===== src/rtl/zigzag_pkg.sv =====
// Shared defaults and the scan FSM state type for the zig-zag scanner.
package zigzag_pkg;

   localparam int DEF_DIM    = 8;
   localparam int DEF_DATA_W = 8;
   localparam int DEF_ADDR_W = 2 * $clog2(DEF_DIM);

   typedef enum logic [1:0] {
      IDLE,
      SCAN,
      DRAIN
   } scan_state_t;

endpackage : zigzag_pkg


===== src/rtl/zigzag_pos_step.sv =====
// Combinational zig-zag traversal step: (row, col) -> next (row, col).
// Even diagonals (row+col even) move up-right, odd diagonals move down-left.
module zigzag_pos_step #(
   parameter  int DIM   = 8,
   localparam int POS_W = $clog2(DIM)
) (
   input  logic [POS_W-1:0] i_row,
   input  logic [POS_W-1:0] i_col,
   output logic [POS_W-1:0] o_next_row,
   output logic [POS_W-1:0] o_next_col
);

   localparam logic [POS_W-1:0] POS_MAX = POS_W'(DIM - 1);

   logic w_even;

   assign w_even = (i_row[0] == i_col[0]);

   // Select the next matrix position from the diagonal direction and edges.
   always_comb begin
      // NOTE: both outputs get a default first so no path leaves them unassigned (no latch).
      o_next_row = i_row;
      o_next_col = i_col;
      if (w_even) begin
         if (i_col == POS_MAX) begin
            o_next_row = i_row + 1'b1;
         end else if (i_row == '0) begin
            o_next_col = i_col + 1'b1;
         end else begin
            o_next_row = i_row - 1'b1;
            o_next_col = i_col + 1'b1;
         end
      end else begin
         if (i_row == POS_MAX) begin
            o_next_col = i_col + 1'b1;
         end else if (i_col == '0) begin
            o_next_row = i_row + 1'b1;
         end else begin
            o_next_row = i_row + 1'b1;
            o_next_col = i_col - 1'b1;
         end
      end
   end

endmodule : zigzag_pos_step


===== src/rtl/zigzag_scanner.sv =====
// Zig-zag scan controller: walks an 8x8 ROM in JPEG zig-zag order and
// emits the elements as a 64-beat valid/ready stream.
module zigzag_scanner
   import zigzag_pkg::*;
#(
   parameter  int DATA_W = DEF_DATA_W,
   parameter  int DIM    = DEF_DIM,
   localparam int POS_W  = $clog2(DIM),
   localparam int ADDR_W = 2 * POS_W
) (
   input  logic              clk,
   input  logic              rst_n,
   input  logic              start,
   output logic              busy,
   output logic [ADDR_W-1:0] rom_addr,
   input  logic [DATA_W-1:0] rom_data,
   output logic              out_valid,
   input  logic              out_ready,
   output logic [DATA_W-1:0] out_data,
   output logic [ADDR_W-1:0] out_index,
   output logic              out_last,
   output logic              done
);

   localparam logic [ADDR_W-1:0] IDX_LAST = ADDR_W'(DIM * DIM - 1);

   scan_state_t       r_state;
   scan_state_t       w_state_next;

   logic [POS_W-1:0]  r_row;
   logic [POS_W-1:0]  r_col;
   logic [ADDR_W-1:0] r_idx;
   logic [POS_W-1:0]  w_next_row;
   logic [POS_W-1:0]  w_next_col;

   logic              r_out_valid;
   logic [DATA_W-1:0] r_out_data;
   logic [ADDR_W-1:0] r_out_index;
   logic              r_out_last;
   logic              r_done;

   logic              w_load;
   logic              w_idx_last;
   logic              w_accept;
   logic              w_handshake;
   logic              w_last_hs;

   assign w_accept    = (r_state == IDLE) && start;
   assign w_load      = (r_state == SCAN) && (!r_out_valid || out_ready);
   assign w_idx_last  = (r_idx == IDX_LAST);
   assign w_handshake = r_out_valid && out_ready;
   assign w_last_hs   = w_handshake && r_out_last;

   zigzag_pos_step #(
      .DIM        (DIM)
   ) u_pos_step (
      .i_row      (r_row),
      .i_col      (r_col),
      .o_next_row (w_next_row),
      .o_next_col (w_next_col)
   );

   // FSM state register.
   always_ff @(posedge clk or negedge rst_n) begin
      if (!rst_n) begin
         r_state <= IDLE;
      end else begin
         // NOTE: sequential state uses non-blocking assignment so every register samples pre-edge values.
         r_state <= w_state_next;
      end
   end

   // FSM next-state logic: start only matters in IDLE; DRAIN waits for the last handshake.
   always_comb begin
      w_state_next = r_state;
      case (r_state)
         IDLE:    if (start)                 w_state_next = SCAN;
         SCAN:    if (w_load && w_idx_last)  w_state_next = DRAIN;
         DRAIN:   if (w_last_hs)             w_state_next = IDLE;
         default:                            w_state_next = IDLE;
      endcase
   end

   // Scan position and zig-zag index; advance on each output load, hold after the final one.
   always_ff @(posedge clk or negedge rst_n) begin
      if (!rst_n) begin
         r_row <= '0;
         r_col <= '0;
         r_idx <= '0;
      end else if (w_accept) begin
         r_row <= '0;
         r_col <= '0;
         r_idx <= '0;
      end else if (w_load && !w_idx_last) begin
         r_row <= w_next_row;
         r_col <= w_next_col;
         r_idx <= r_idx + 1'b1;
      end
   end

   // Output register: load a new beat when empty or draining, clear valid on a bare handshake.
   always_ff @(posedge clk or negedge rst_n) begin
      if (!rst_n) begin
         // NOTE: the data/index registers are reset too, since their reset values are observable outputs.
         r_out_valid <= 1'b0;
         r_out_data  <= '0;
         r_out_index <= '0;
         r_out_last  <= 1'b0;
      end else if (w_load) begin
         r_out_valid <= 1'b1;
         r_out_data  <= rom_data;
         r_out_index <= r_idx;
         r_out_last  <= w_idx_last;
      end else if (w_handshake) begin
         r_out_valid <= 1'b0;
         r_out_last  <= 1'b0;
      end
   end

   // One-cycle completion pulse after the last beat is accepted.
   always_ff @(posedge clk or negedge rst_n) begin
      if (!rst_n) begin
         r_done <= 1'b0;
      end else begin
         r_done <= w_last_hs;
      end
   end

   assign busy      = (r_state != IDLE);
   assign rom_addr  = {r_row, r_col};
   assign out_valid = r_out_valid;
   assign out_data  = r_out_data;
   assign out_index = r_out_index;
   assign out_last  = r_out_last;
   assign done      = r_done;

endmodule : zigzag_scanner


===== config.mk =====
export PLATFORM = sky130hd
export DESIGN_NAME = zigzag_scanner
export DESIGN_NICKNAME = d
export VERILOG_FILES = /design/src/rtl/zigzag_pkg.sv /design/src/rtl/zigzag_pos_step.sv /design/src/rtl/zigzag_scanner.sv
export SDC_FILE = /design/constraint.sdc
export NUM_CORES = 1
export LEC_CHECK = 0
export ABC_AREA = 1
export CAP_MARGIN = 15
export CORE_ASPECT_RATIO = 1.2
export CORE_MARGIN = 2
export CORE_UTILIZATION = 45
export CTS_CLUSTER_DIAMETER = 200
export DETAILED_ROUTE_END_ITERATION = 10
export PLACE_DENSITY = 0.71
export SYNTH_ARGS = -nofsm -noshare
export SYNTH_HDL_FRONTEND = slang
export SYNTH_HIERARCHICAL = 1
export SYNTH_SLANG_ARGS = --single-unit

===== constraint.sdc =====
create_clock -name clk -period 2.35 [get_ports clk]
set_input_delay 0.235 -clock clk [delete_from_list [all_inputs] [get_ports clk]]
set_output_delay 0.235 -clock clk [all_outputs]
set_load 0.005 [all_outputs]

Cell area per tile:
The bar under the picture is 20 um long. The die is cut into 6 by 7 equal tiles; dark blue is low, red is high, 0 to 100% covered.
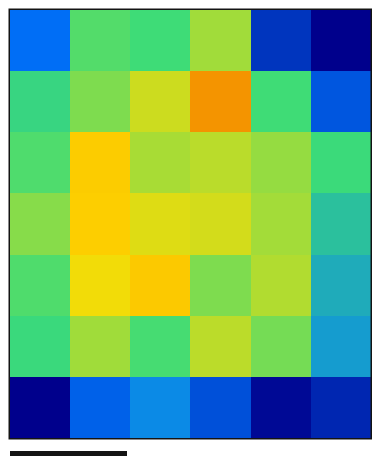
fullest tile: 83%
nearly empty tiles: 7.1%
mean over tiles: 49%
tiles over 75% full: 9.5%
emptiest ninth of the die: north-east
Core Area: 3880 um2
final design utilization: 58.5%
fp util: 46.5%

Met1 routing:
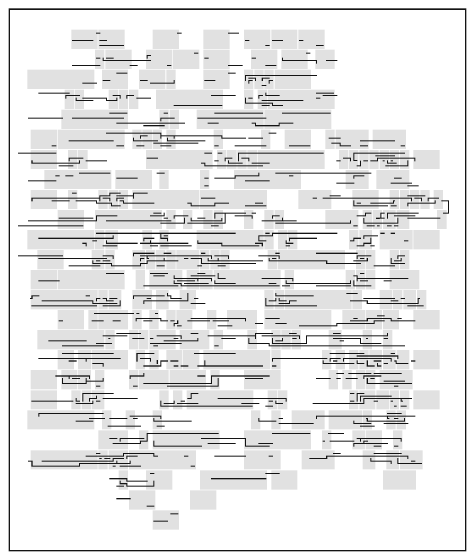
longest straight run: 18.9 um
main direction: horizontal
wire length on this layer: 1550 um
share of all routed wire: 45%
met1 usage: 23.3%
Vias: 1519
Routed WL: 3460 um

==> flow_summary.yaml <==
# implementation run metrics
grt:
  antenna_found_initial: 0
  grt_pass1_vias: 1387
synth:
  ys_area_um2: 1800
  mux_share_pct: 0
  synthCells: 233
  synthFlopType: "dfrtp_1"
  synthArstFlopShare_pct: 100
  postSynthSeqShare_pct: 43.0
power_and_ir_drop:
  p_int_uw: 785
placed_design:
  dpl.hpwl_um: 2530
  portBuffers: 35
detailed_routing:
  wl_per_cell_um: 10.7
  first_pass_iters: 4
clocking:
  cts_resized: 0
  cts.clk_slew.worst_paths_ns: 0.06
  htreeDepth: 2
setup_path:
  worst-r2r-setup-slack_ns: 0.62
  critical_path_class: "flop to flop"
floorplan:
  rows: 25
timing:
  hold_viol: 0
layout:
  antenna_cells: 0
run_status:
  status: "finished, final reports clean"
Routing congestion:
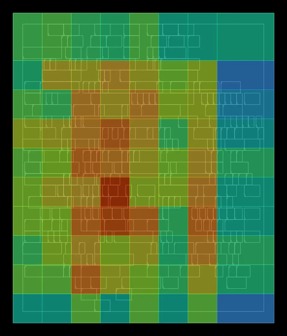
GR peak layer: met2
total track usage: 18.5%
met2 Resource Use GR: 28.3%

==> layout by cell type, fill, tap and decap left out <==
cell type | netlist | layout
or2_1 | 1 | 1
buf_4 | 0 | 1
o21ai_0 | 9 | 9
clkbuf_8 | 0 | 6
xnor2_1 | 1 | 1
dfrtp_1 | 31 | 31
nand2_2 | 3 | 3
nand4_1 | 5 | 5
nor2_2 | 1 | 1
o31ai_1 | 1 | 1
nand2_1 | 103 | 103
nand3_1 | 11 | 11
inv_1 | 24 | 24
xor2_1 | 2 | 2
nor2_4 | 5 | 5
o21ai_2 | 1 | 1
a21oi_1 | 1 | 1
nand3_2 | 3 | 3
clkdlybuf4s50_1 | 0 | 35
inv_2 | 2 | 2
ha_1 | 12 | 12
nor2_1 | 7 | 7
nand2_4 | 1 | 1
clkinv_2 | 1 | 2
o21bai_1 | 1 | 1
==> worst max-delay path: stages (launching register included) <==
cell	delay [ns]
dfrtp_1	0.52
inv_1	0.15
ha_1	0.24
ha_1	0.22
a21oi_1	0.14
o21ai_0	0.12
nand3_2	0.08
nand2_1	0.05
nand2_1	0.06
nand2_1	0.04
==> layout make-up <==
class | count | area [um2]
clock buffer | 6 | 82.6
fill | 388 | 1610
multi-input combinational | 168 | 878
timing repair buffer | 36 | 358
tap | 54 | 67.6
sequential | 31 | 776
clock inverter | 1 | 5.00
inverter | 27 | 103
==> power by group through the flow <==
| stage | clock, mW | combinational, mW | sequential [mW] |
|---|---|---|---|
| 2_1_floorplan | 0 | 0.00367 | 0.547 |
| 3_3_place_gp | 0 | 0.0374 | 0.547 |
| 3_5_place_dp | 0 | 0.0382 | 0.547 |
| 4_1_cts | 0.432 | 0.0384 | 0.538 |
| 5_1_grt | 0.452 | 0.0422 | 0.538 |
| 6_report | 0.415 | 0.0373 | 0.538 |
No activity file was given, so power comes from the tool's default toggle rates.
